### config.mk
export PLATFORM = sky130hd
export DESIGN_NAME = ctrl_seq
export DESIGN_NICKNAME = d
export VERILOG_FILES = /design/src/rtl/ctrl_seq.sv
export SDC_FILE = /design/constraint.sdc
export NUM_CORES = 1
export LEC_CHECK = 0
export CORE_AREA = 2 2 39 41
export CTS_CLUSTER_SIZE = 30
export DETAILED_ROUTE_END_ITERATION = 16
export DIE_AREA = 0 0 41 43
export SLEW_MARGIN = 40
export SYNTH_ARGS = -nofsm -noshare
export SYNTH_HDL_FRONTEND = slang
export SYNTH_SLANG_ARGS = --single-unit
### constraint.sdc
create_clock -name clk -period 1.6 [get_ports clk]
set_input_delay 0.24 -clock clk [delete_from_list [all_inputs] [get_ports clk]]
set_output_delay 0.24 -clock clk [all_outputs]
set_load 0.005 [all_outputs]
### src/rtl/ctrl_seq.sv
// rtl/ctrl_seq.sv - eight-phase instruction sequencer for a simple accumulator CPU
//
// Purpose: steps P0..P7 (INST_ADDR, INST_FETCH, INST_LOAD, IDLE, OP_ADDR,
// OP_FETCH, ALU_OP, STORE) once per clock and decodes the datapath control
// strobes from the current phase, opcode and accumulator-zero flag. HLT parks
// the sequencer in HALTED.
//
// Optional feature macro: CTRL_RESUME_EN adds a resume input that lets HALTED
// return to P0; without it HALTED exits only through rst_n.
//
// Ports:
//   clk     in   clock, rising edge
//   rst_n   in   asynchronous active-low reset
//   resume  in   leave HALTED (only with CTRL_RESUME_EN)
//   opcode  in   [2:0] instruction opcode
//   zero    in   accumulator-zero flag
//   sel     out  address mux select, 1=PC, 0=IR operand
//   rd      out  memory read enable
//   ld_ir   out  instruction register load
//   inc_pc  out  program counter increment
//   ld_pc   out  program counter load
//   ld_ac   out  accumulator load
//   wr      out  memory write strobe
//   data_e  out  accumulator-to-bus drive enable
//   halt    out  processor halted
//   phase   out  [2:0] current phase index, 0 while HALTED

module ctrl_seq (
    input  logic       clk,
    input  logic       rst_n,
`ifdef CTRL_RESUME_EN
    input  logic       resume,
`endif
    input  logic [2:0] opcode,
    input  logic       zero,
    output logic       sel,
    output logic       rd,
    output logic       ld_ir,
    output logic       inc_pc,
    output logic       ld_pc,
    output logic       ld_ac,
    output logic       wr,
    output logic       data_e,
    output logic       halt,
    output logic [2:0] phase
);

    localparam logic [2:0] OP_HLT = 3'd0;
    localparam logic [2:0] OP_SKZ = 3'd1;
    localparam logic [2:0] OP_ADD = 3'd2;
    localparam logic [2:0] OP_AND = 3'd3;
    localparam logic [2:0] OP_XOR = 3'd4;
    localparam logic [2:0] OP_LDA = 3'd5;
    localparam logic [2:0] OP_STO = 3'd6;
    localparam logic [2:0] OP_JMP = 3'd7;

    // Phase states use their phase index as the low three bits so the debug
    // phase output is a plain slice.
    typedef enum logic [3:0] {
        S_INST_ADDR  = 4'd0,
        S_INST_FETCH = 4'd1,
        S_INST_LOAD  = 4'd2,
        S_IDLE       = 4'd3,
        S_OP_ADDR    = 4'd4,
        S_OP_FETCH   = 4'd5,
        S_ALU_OP     = 4'd6,
        S_STORE      = 4'd7,
        S_HALTED     = 4'd8
    } state_t;

    state_t state_q;
    state_t state_d;

    logic alu_op;
    logic is_hlt;
    logic is_skz;
    logic is_sto;
    logic is_jmp;

    assign alu_op = (opcode == OP_ADD) || (opcode == OP_AND) ||
                    (opcode == OP_XOR) || (opcode == OP_LDA);
    assign is_hlt = (opcode == OP_HLT);
    assign is_skz = (opcode == OP_SKZ);
    assign is_sto = (opcode == OP_STO);
    assign is_jmp = (opcode == OP_JMP);

    always_ff @(posedge clk or negedge rst_n) begin
        if (!rst_n) begin
            state_q <= S_INST_ADDR;
        end else begin
            state_q <= state_d;
        end
    end

    always_comb begin
        state_d = state_q;
        case (state_q)
            S_INST_ADDR:  state_d = S_INST_FETCH;
            S_INST_FETCH: state_d = S_INST_LOAD;
            S_INST_LOAD:  state_d = S_IDLE;
            S_IDLE:       state_d = S_OP_ADDR;
            S_OP_ADDR:    state_d = is_hlt ? S_HALTED : S_OP_FETCH;
            S_OP_FETCH:   state_d = S_ALU_OP;
            S_ALU_OP:     state_d = S_STORE;
            S_STORE:      state_d = S_INST_ADDR;
            S_HALTED: begin
`ifdef CTRL_RESUME_EN
                if (resume) begin
                    state_d = S_INST_ADDR;
                end
`else
                state_d = S_HALTED;
`endif
            end
            default:      state_d = S_INST_ADDR;
        endcase
    end

    always_comb begin
        sel    = 1'b0;
        rd     = 1'b0;
        ld_ir  = 1'b0;
        inc_pc = 1'b0;
        ld_pc  = 1'b0;
        ld_ac  = 1'b0;
        wr     = 1'b0;
        data_e = 1'b0;
        halt   = 1'b0;
        case (state_q)
            S_INST_ADDR: begin
                sel = 1'b1;
            end
            S_INST_FETCH: begin
                sel = 1'b1;
                rd  = 1'b1;
            end
            S_INST_LOAD, S_IDLE: begin
                sel   = 1'b1;
                rd    = 1'b1;
                ld_ir = 1'b1;
            end
            S_OP_ADDR: begin
                // The PC advances past the instruction even for HLT.
                inc_pc = 1'b1;
                halt   = is_hlt;
            end
            S_OP_FETCH: begin
                rd = alu_op;
            end
            S_ALU_OP: begin
                rd     = alu_op;
                inc_pc = is_skz & zero;
                ld_pc  = is_jmp;
                data_e = is_sto;
            end
            S_STORE: begin
                rd     = alu_op;
                ld_ac  = alu_op;
                ld_pc  = is_jmp;
                wr     = is_sto;
                data_e = is_sto;
            end
            S_HALTED: begin
                halt = 1'b1;
            end
            default: begin
                sel = 1'b0;
            end
        endcase
    end

    assign phase = (state_q == S_HALTED) ? 3'd0 : state_q[2:0];

endmodule

**Run 1: signal wires on met1**

Bar = 10 µm. Supply wires on this layer in grey.
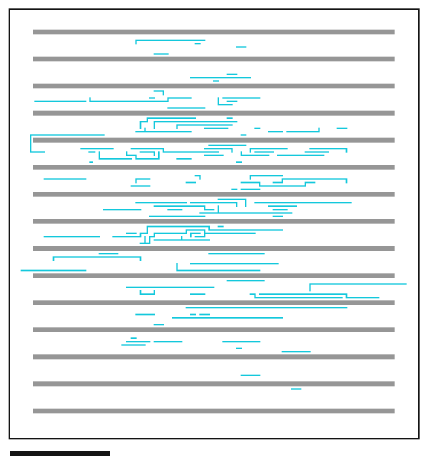
- main direction: horizontal
- wire length on this layer: 418 µm
- longest straight run: 16.1 µm
- nets with wire on the layer: 57
GRT met1 Usage: 0.172
DRT Wirelength: 975 µm
Vias: 355

**Run 1: met2 routing**

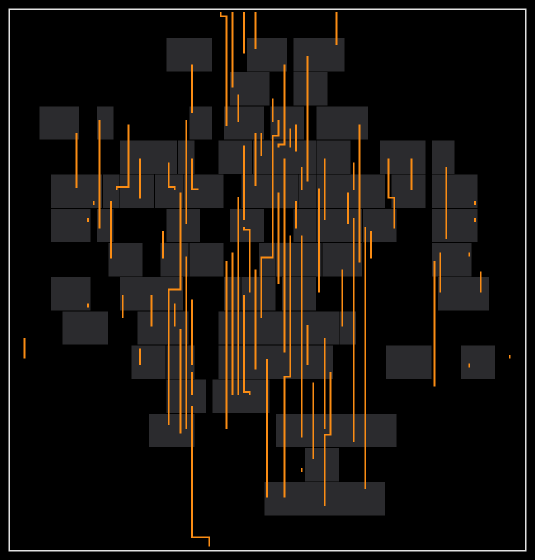
- wire length on this layer: 457 µm
- share of all routed wire: 47%
- nets with wire on the layer: 63
- longest straight run: 20.7 µm
met2 Use GR: 0.172

==> deck_impl_summary.md, run 1 <==
Run Summary

Cells and area
  – Post-route insts no fill: ~80
  – Final non-clock buffer share: 0.419
  – Clk cell area share: 0.0362
  – Diode count: 0
  – Area Overhead vs Synth: 111%
  – Largest class: buffers
  – Post-Layout Inst Area: a little over 600 µm²

Clocking
  – Worst-path clk slew: 0.04 ns
  – Hold_buf cts: 0
  – Post-CTS Resized: 30
  – Buffer count from post-CTS setup fixing: 1

Setup path
  – Critical Path Start: state_q[2]$_DFF_PN0_
  – Worst-path maximum fanout: 2

Route
  – Metal-1 WL: about 420 µm
  – DRT Pass-1 Iters: 3

Global routing
  – Initial antenna violation count: 0

Power
  – P_sw: 358 µW
  – Pleak: slightly below 0.0003 µW
  – Overall power: between 900 and 1000 µW
  – Logic pwr share: 0.647

STA
  – Final setup violation count: 6
  – Slew at the pin closest to its max-slew limit: 0.316 ns
  – Final setup margin: -0.190 ns
  – Unrepaired setup endpoints after global routing: true

Placement
  – DP HPWL: approximately 660 µm

Outcome
  – Violated checks: setup timing
  – Status: complete, but fails checks

Floorplan
  – Rows: 14
  – Fp util: 0.213

Run
  – Max-cap violations: 0

Yosys
  – #FFs+latches synth: 4
**Run 1: the metal 3 layer**

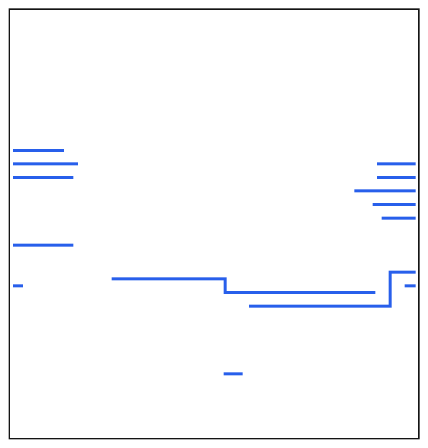
- nets with wire on the layer: 13
- longest straight run: 14.9 µm
GR Util met3: 0.0628

**Run 1: routing congestion map**

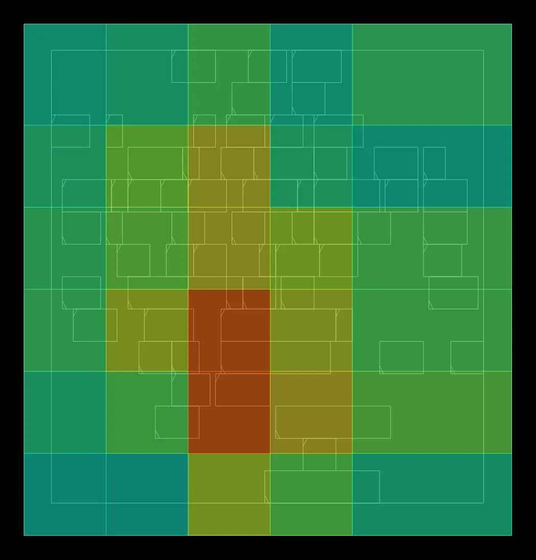

==> run 2, diff against run 1 <==
==> constraint.sdc (replaced) <==
create_clock -name clk -period 1.6 [get_ports clk]
set_input_delay 0.32 -clock clk [delete_from_list [all_inputs] [get_ports clk]]
set_output_delay 0.32 -clock clk [all_outputs]
set_load 0.005 [all_outputs]
**Run 2: routing congestion map**

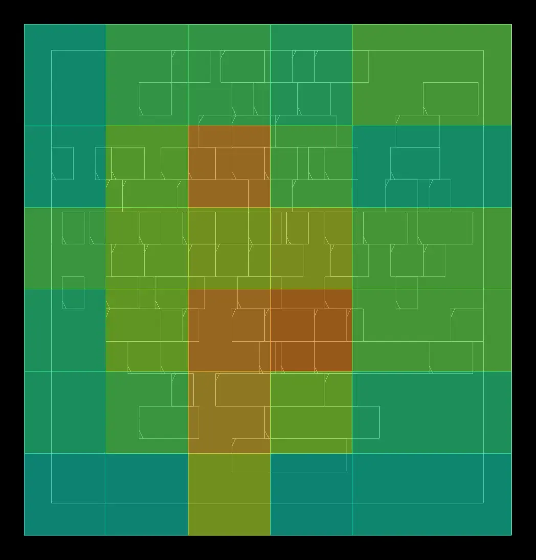
drt wl/cell: 11.9 µm
GRT met1 Usage: 0.178
final core utilization: 0.483

**Run 2: the metal 3 layer**

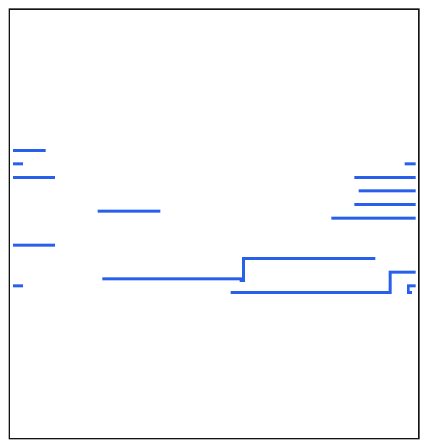
- share of all routed wire: 9.2%
- longest straight run: 15.9 µm
DRT Wirelength: 1.04 mm
Vias: 383

==> run 2 against run 1 <==
- critical path depth is the same
- flip-flop count is the same
- wire length up 6.3%
- the run still ends with setup timing left
- worst setup slack lost 0.095 ns
- clock power hardly changed
- non-clock buffer count up 7
==> deck_impl_summary.md, run 2 <==
Run Summary

STA
  – Final setup margin: -0.285 ns (-0.0949 ns)
  – Period Utilization, post-route: 1.18
  – Unrepaired setup endpoints after global routing: true
  – Final setup violation count: 8 (+2)

Yosys
  – Logic family by area: simple AND/OR/NAND/NOR gates

Floorplan
  – Rows: 14 (unchanged)
  – Fp util: 0.213 (unchanged)

Power
  – Pleak: 0.000353 µW (+23%)
  – P_sw: 388 µW (+8.3%)
  – Overall power: 1090 µW (+13%)
  – Comb pwr: around 760 µW

Cells and area
  – Post-Layout Inst Area: 668 µm² (+7.4%)
  – Final non-clock buffer share: 0.433 (+0.0141)
  – Clk cell area share: 0.0337 (-0.00251)
  – Area Overhead vs Synth: 126%
  – Gate Area: roughly 230 µm²
  – Post-route insts no fill: 87 (+8.8%)
  – Diode count: 0 (unchanged)

Clocking
  – Buffer count from post-CTS setup fixing: 3 (+2)
  – Worst-path clk slew: 0.04 ns (about the same)
  – Post-CTS Resized: 37 (+23%)
  – Hold_buf cts: 0 (unchanged)

Setup path
  – Worst-path maximum fanout: 2 (unchanged)
  – Worst path slowest cell: or4b_4

Global routing
  – GR Util met3: 0.0628 (unchanged)
  – Initial antenna violation count: 0 (unchanged)
  – Met2 Use GR: 0.188 (+0.0156)

Outcome
  – Violated checks: setup timing
  – Status: complete, but fails checks

Run
  – Max-cap violations: 0 (unchanged)

Route
  – Metal3 WL: roughly 95 µm
**Run 2: routed metal per tile**

8 x 9 tiles, from dark blue (low) to red (high), scaled to the fullest tile. Values are wire area over tile area, all layers added.
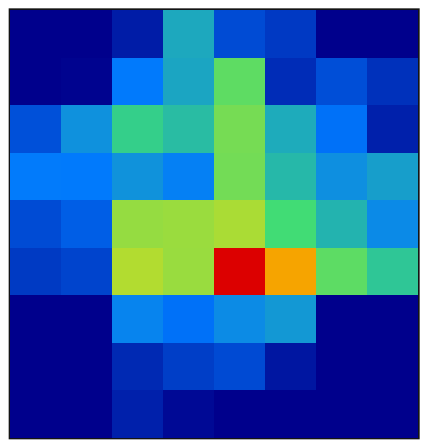
- tiles over half the peak: 17%
- fullest tile: 0.41
- densest ninth of the die: centre
- mean over tiles: 0.096
- nearly empty tiles: 29%
Total GRT Usage: 0.128

No activity file was given, so power comes from the tool's default toggle rates.
